Fig. 1: floorplan with the power grid
Pins as bars on the die edge.
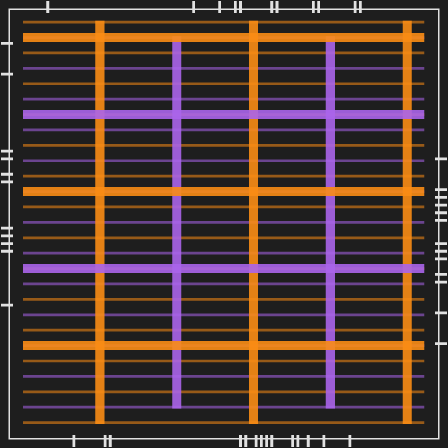
Fig. 2: selected gate families
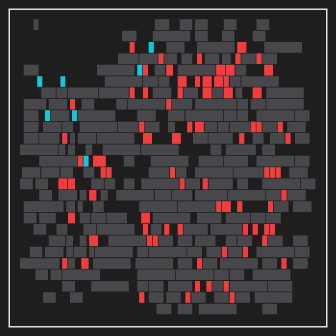
Fig. 3: M1 wires
Supply wires on this layer in gray.
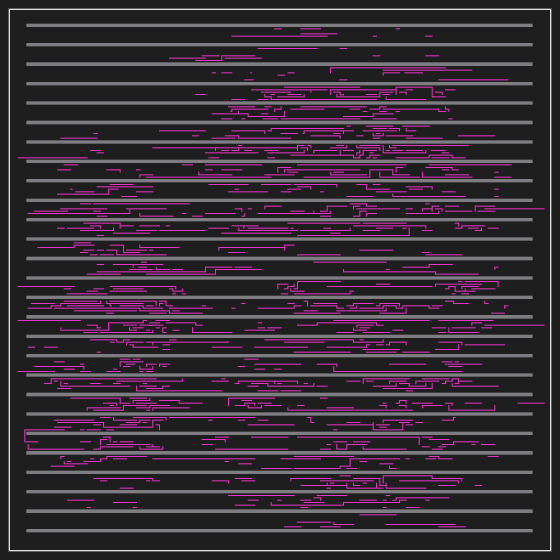
Fig. 4: sequential cells grouped by signal name
Other sequential cells in the stronger gray, the rest of the logic in the fainter gray.
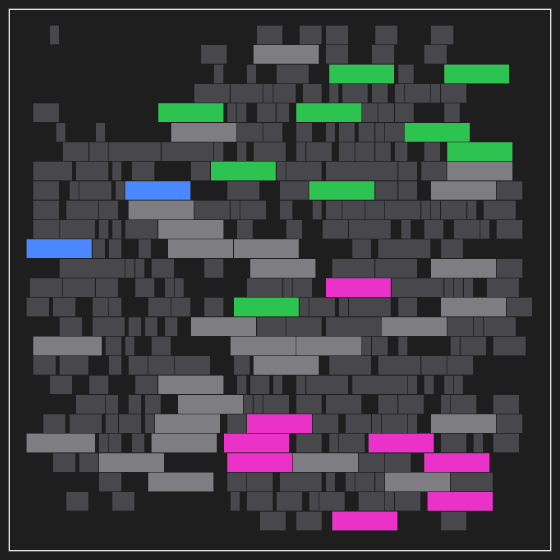
Design s_mem_verify_flat, sky130hd; sources not shown.
==> changes_impl.md <==
### Metrics

- Status: finished with violations
- Violated checks: setup timing
- Worst-path fanout max: 9
- Worst stage delay on the critical path: 0.43 ns
- Worst Setup Slack, final: -0.0495 ns
- Post-synth top area share: 48.8%
- Yosys chip area: about 2400 µm²
- Most frequent cells after synthesis: nand2_1 (55), dfrtp_1 (46), mux2i_1 (25)
- Xor/xnor share: between 2 and 3%
- Clock share of power: 17.8%
- Slew Viols, Final: 0
- Routed met2 length: 2.84 mm
- Fin. Hold Viols: 0
- Adder share: about 4.2%
- Synth warnings: 0
- Grt met2 use: approximately 34%
- Fin crit period: 1.65 ns
- Period utilisation layout: 103%
- DRT Pass-1 Iters: 4
- Layout cells sized above 1: 20.3%
- Io pins: between 40 and 50
- Clk sink count: around 46
- Syn-to-layout area delta: 42.5%
- Final Setup Violations: 17
- ClkCell Share: 3.28%
- Peak VDD IR: a little over 0.0008 V
- # Taps: roughly 70
- Clock buffers: 8
- Unique cell types: 38
- Worst-margin pin slew: 0.479 ns
- Min-delay worst type: primary input to async pin
- CORE AREA: between 5000 and 6000 µm²
- Tool Warnings: 34
- Area-dominant class: combinational gates
- Post-DR wirelength/cell: approximately 15 µm
- Vias in the first global route: 1861
- Detail Placement HPWL: between 3 and 4 mm
- Iter 0 DRT Violations: roughly 210
- Post-synth EDFFs: 0
- P_leak: 1.59 nW
- Total Routing Usage GR: slightly above 20%
- GRT busiest layer: met2
- Kind of cell adding the most delay to the critical path: flip-flops
- N_diodes: 0
- Buffer share of cell area: 21.4%
- Flops: between 40 and 50
- Synthesized instance count: about 230
- CP arrival: about 1.8 ns
Back to the opening pictures, Fig. 1:
purple -> VDD
orange -> VSS
signal pins = 49
met4 straps = 5
rows = 26
met5 straps = 5
die width: 75.6 µm
Die Y: 75.6 µm

Back to the opening pictures, Fig. 2:
red -> nand cells  # cells 78
cyan -> inv cells  # cells 7, where top left
non-filler cells, final: 371
combinational share of cell area: 37.6%
Commonest Layout Cell: nand2_1

Back to the opening pictures, Fig. 3:
nets with wire on the layer = 272
wire length on this layer = 2490 µm
main direction = horizontal
share of all routed wire = 44%
final wirelength: 5.63 mm
DR vias: 1996
GR Layer Usage met1: 28.2%

Back to the opening pictures, Fig. 4:
blue -> u_core.state  # flops 2
green -> u_core.bus.Err_Count  # flops 9
magenta -> u_core.bus.First_Err_Addr  # flops 8
not colored = 27
Seq. pwr: 1.67 mW
sequential share of cell area: 34.4%
final core area utilization: 67.0%
Reg area: 1150 µm²

Power is estimated from default activity; no workload was simulated.
